## src/rtl/cycle_sequencer.sv

```systemverilog
// cycle_sequencer: multicycle FETCH/DECODE/EXEC/MEM/WB control FSM with
// memory-wait timeout, halt handling and a retired-instruction counter.
// Ports:
//   CLK, nRST                  clock, async active-low reset
//   ihit, dhit                 imem / dmem access complete this cycle
//   DatRead, DatWrite, RegWr   decoded control for the instruction in IR
//   Halt                       decoded halt for the instruction in IR
//   imemREN                    instruction fetch request
//   dmemREN, dmemWEN           data read / write request
//   ir_en                      load instruction register
//   reg_wen                    register file write enable
//   pc_en                      advance PC, marks retirement
//   halt, timeout              halted status, sticky memory-timeout flag
//   instr_count                retired-instruction counter
//   state                      current state encoding
module cycle_sequencer #(
  parameter int WAIT_LIMIT = 16
) (
  input  logic        CLK,
  input  logic        nRST,
  input  logic        ihit,
  input  logic        dhit,
  input  logic        DatRead,
  input  logic        DatWrite,
  input  logic        RegWr,
  input  logic        Halt,
  output logic        imemREN,
  output logic        dmemREN,
  output logic        dmemWEN,
  output logic        ir_en,
  output logic        reg_wen,
  output logic        pc_en,
  output logic        halt,
  output logic        timeout,
  output logic [31:0] instr_count,
  output logic [2:0]  state
);

  typedef enum logic [2:0] {
    IDLE   = 3'd0,
    FETCH  = 3'd1,
    DECODE = 3'd2,
    EXEC   = 3'd3,
    MEM    = 3'd4,
    WB     = 3'd5,
    HALTED = 3'd6
  } stateT;

  localparam logic [7:0] LIMIT_M1 = 8'(WAIT_LIMIT - 1);

  stateT      curState;
  stateT      nextState;
  logic [7:0] waitCnt;
  logic [7:0] waitNext;
  logic       timeoutNext;
  logic       atLimit;
  logic       memRead;

  assign atLimit = (waitCnt == LIMIT_M1);
  // write wins when both DatRead and DatWrite are set
  assign memRead = DatRead & ~DatWrite;
  assign state   = curState;

  always_ff @(posedge CLK or negedge nRST) begin
    if (!nRST) begin
      curState    <= IDLE;
      waitCnt     <= '0;
      timeout     <= 1'b0;
      instr_count <= '0;
    end else begin
      curState <= nextState;
      waitCnt  <= waitNext;
      timeout  <= timeoutNext;
      if (pc_en)
        instr_count <= instr_count + 32'd1;
    end
  end

  always_comb begin
    nextState   = curState;
    waitNext    = waitCnt;
    timeoutNext = timeout;
    imemREN     = 1'b0;
    dmemREN     = 1'b0;
    dmemWEN     = 1'b0;
    ir_en       = 1'b0;
    reg_wen     = 1'b0;
    pc_en       = 1'b0;
    halt        = 1'b0;

    unique case (curState)
      IDLE: begin
        nextState = FETCH;
        waitNext  = '0;
      end

      FETCH: begin
        imemREN = 1'b1;
        if (ihit) begin
          ir_en     = 1'b1;
          nextState = DECODE;
        end else if (atLimit) begin
          nextState   = HALTED;
          timeoutNext = 1'b1;
        end else begin
          waitNext = waitCnt + 8'd1;
        end
      end

      DECODE: begin
        nextState = EXEC;
      end

      EXEC: begin
        if (Halt) begin
          nextState = HALTED;
        end else if (DatRead || DatWrite) begin
          nextState = MEM;
          waitNext  = '0;
        end else if (RegWr) begin
          nextState = WB;
        end else begin
          pc_en     = 1'b1;
          nextState = FETCH;
          waitNext  = '0;
        end
      end

      MEM: begin
        dmemWEN = DatWrite;
        dmemREN = memRead;
        if (dhit) begin
          if (memRead) begin
            nextState = WB;
          end else begin
            pc_en     = 1'b1;
            nextState = FETCH;
            waitNext  = '0;
          end
        end else if (atLimit) begin
          nextState   = HALTED;
          timeoutNext = 1'b1;
        end else begin
          waitNext = waitCnt + 8'd1;
        end
      end

      WB: begin
        reg_wen   = 1'b1;
        pc_en     = 1'b1;
        nextState = FETCH;
        waitNext  = '0;
      end

      HALTED: begin
        halt = 1'b1;
      end

      default: begin
        nextState = IDLE;
      end
    endcase
  end

endmodule

```

## config.mk

```make
export PLATFORM = sky130hd
export DESIGN_NAME = cycle_sequencer
export DESIGN_NICKNAME = d
export VERILOG_FILES = /design/src/rtl/cycle_sequencer.sv
export SDC_FILE = /design/constraint.sdc
export NUM_CORES = 1
export LEC_CHECK = 0
export CAP_MARGIN = 20
export CORE_MARGIN = 2
export CORE_UTILIZATION = 50
export DETAILED_ROUTE_END_ITERATION = 8
export PLACE_DENSITY = 0.84
export SYNTH_ARGS = -nofsm -noshare
export SYNTH_HDL_FRONTEND = slang
export SYNTH_SLANG_ARGS = --single-unit
```

## constraint.sdc

```tcl
create_clock -name CLK -period 2.5 [get_ports CLK]
set_input_delay 0.25 -clock CLK [delete_from_list [all_inputs] [get_ports CLK]]
set_output_delay 0.25 -clock CLK [all_outputs]
set_load 0.02 [all_outputs]
```

Run 1, routed metal per tile:
(6 px per µm) 14 x 14 tiles, from dark blue (low) to red (high), scaled to the fullest tile. Values are wire area over tile area, all layers added.
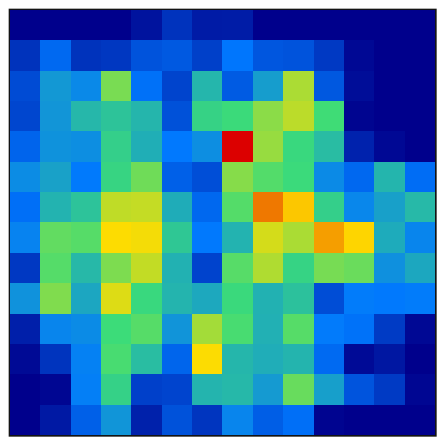
The emptiest ninth of the die: upper right. The fullest tile reaches 0.53. 20% of the tiles are over half the peak. The mean over all tiles is 0.16. 15% of the tiles are nearly empty.

Run 1, cell placement:
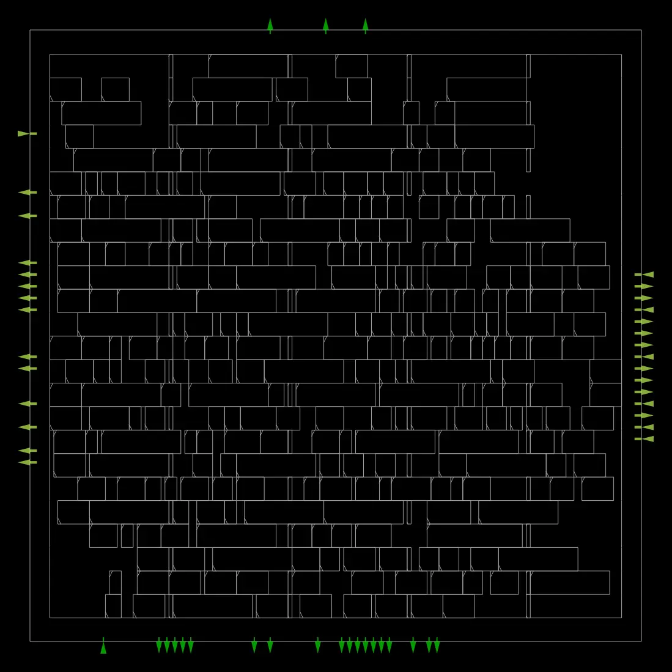
core box area: 4320 µm²
Filler Cells Inserted: 352

==> results.txt <==
Wire length on met2: 2.40 mm
Syn-to-layout area delta: 33.6%
Flop area: 1100 µm²
Worst-path fanout max: 4
Mapped Cells: 224
Worst slew pin tran: 948 ps
Critical Path Source: Halt
Async S/R FF share, synth: 100%
Io pins: 51
CTS H-tree lvls: 2
Post-cts resize count: 1
Clock share of power: 22.8%
Vias: 1913
Met1 usage: 28.9%
Comb pwr share: 39.0%
Slowest cell on crit path: or4b_1
Top logic cells by instance count in the layout: clkdlybuf4s50_1 (48), dfrtp_1 (44), xnor2_1 (25)
Max_slew headroom: 36.8%
Fmax: 418 MHz
CTS max path bufs: 2
Pleak: 0.00124 µW
Pwr Density: 796 nW/µm²
ANT nets after route: 0
Routing usage on met3: 4.84%
Max_cap viols: 0
Comb area share: 36.7%
Sequential share of power: 38.2%
Sw power: 866 µW
Drt pass-1 iters: 4
Status: complete, no violations
Post-synth area from yosys stat: 2230 µm²
Final Core Density: 69.0%
WL per Instance: 14.9 µm
Yosys Warn Count: 0
Slew Viols, Final: 0
M1 WL: 2.32 mm
Met2 Usage GRT: 33.6%
Crit path max-delay family: simple AND/OR/NAND/NOR gates
Share of cells above drive strength 1: 9.31%
DR iter-0 viols: 115
Top Metal Used: met4
Final Power: 2370 µW
Die width: 70.8 µm
Crit path largest cell delay: 590 ps
Non-clock buffers, area share: 19.6%
Flop share of the area: 36.9%
DR vias/cell: 5.59
Tool warnings: 26
Critical path, cell by cell: clkdlybuf4s50_1, or4b_1, or3_4, buf_4, a2111o_1, nor4_2, xor2_1
R2R setup slack: 250 ps
RSZ-0062 raised after global routing: no
Clock buffer count: 5
Cell taking the most area after synthesis: dfrtp_1
GRT overflow: 0
Yosys reg bits: 44
Pint: 1510 µW
Cell Type Count: 40
Worst Setup EP: instr_count[30]
Sum of negative setup slack: 0 ps
Combinational power: 926 µW
Clk. pwr: 541 µW
Clock transition at path regs: 80 ps
Pin count of the biggest net entering global routing: 45
Initial Util: 51.6%
Synth Cell Area: 2230 µm²
Multi-input gates: 169
Main flop type: dfrtp_1
Hold_buf cts: 0
Number of synthesized flops with an enable pin: 0
Worst Setup End Kind: register
Detail Placement HPWL: 3.75 mm
Setup-failing EPs final: 0
# Taps: 52
Clk root buf: clkbuf_8
Worst reg2reg path startpoint: state[1]
Setup Fix Bufs, Post-CTS: 0
Yosys Instances: 224
Number of port buffers: 50
Critical Path AT: 2610 ps
Chip area: 5020 µm²
Setup CP Type: in -> reg
Required @ worst endpoint: 2710 ps
HP Class: in -> async
Detail Route met3 WL: 278 µm
Period utilization: 95.8%
Gp weighted congestion: 0.825
Antenna Cells: 0
Worst path bufs/invs: 2
Reg2Reg Depth: 6
Reg-to-Reg End: instr_count[30]
Fin Clk Skew: 4.07 ps
Post-Syn Nets: 234
Vias in the first global route: 1903
Post-route minimum period: 2390 ps
Switching share of power: 36.5%
Post-Syn Area per Cell: 9.97 µm²
TritonCTS Buffers: 5
CP Depth: 7
Final WL: 5.08 mm
Post-synth area hogs: dfrtp_1 (49%), xnor2_1 (9.8%), nand2_1 (3.7%)
First-pass GRT wire length: 8.63 mm
Synth cell count leaders: dfrtp_1 (44), xnor2_1 (25), nand2_1 (22)
Run 1, wires at chosen ports, followed through buffers:
(6 px per µm)
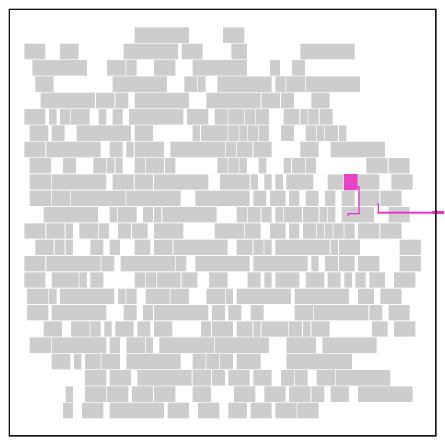
Key: magenta = `ir_en` [bits 1, direction output, edge right, end cells 1, buffers 1, wire 17.6 µm]

[run 1: state kept, by name, indices dropped and copies added (netlist names)]
register     cells
state            3
instr_count     32
waitCnt          8
timeout          1
[run 1: metrics by stage]
stage	worst slack (ps)	std cells	hold slack (ps)	area, µm²
2_1_floorplan	131	224	-45.6	2230
3_3_place_gp	-136	334	445	2870
3_5_place_dp	-163	334	453	2870
4_1_cts	128	342	135	2980
5_1_grt	70.4	342	158	2980
6_report	105	342	101	2980
[run 1: logic make-up (layout without fill, tap and decap cells)]
family	count (synthesis)	in the layout	synth area share, %
xor+xnor	31	31	12.2
compound gates	32	32	9.36
fa+ha+maj	2	2	1.12
flops	44	44	49.3
mux	2	2	0.952
buf+inv	11	77	1.85
simple gates	102	102	25.3
Power figures rest on the tool's default switching activity, not on a simulated workload.
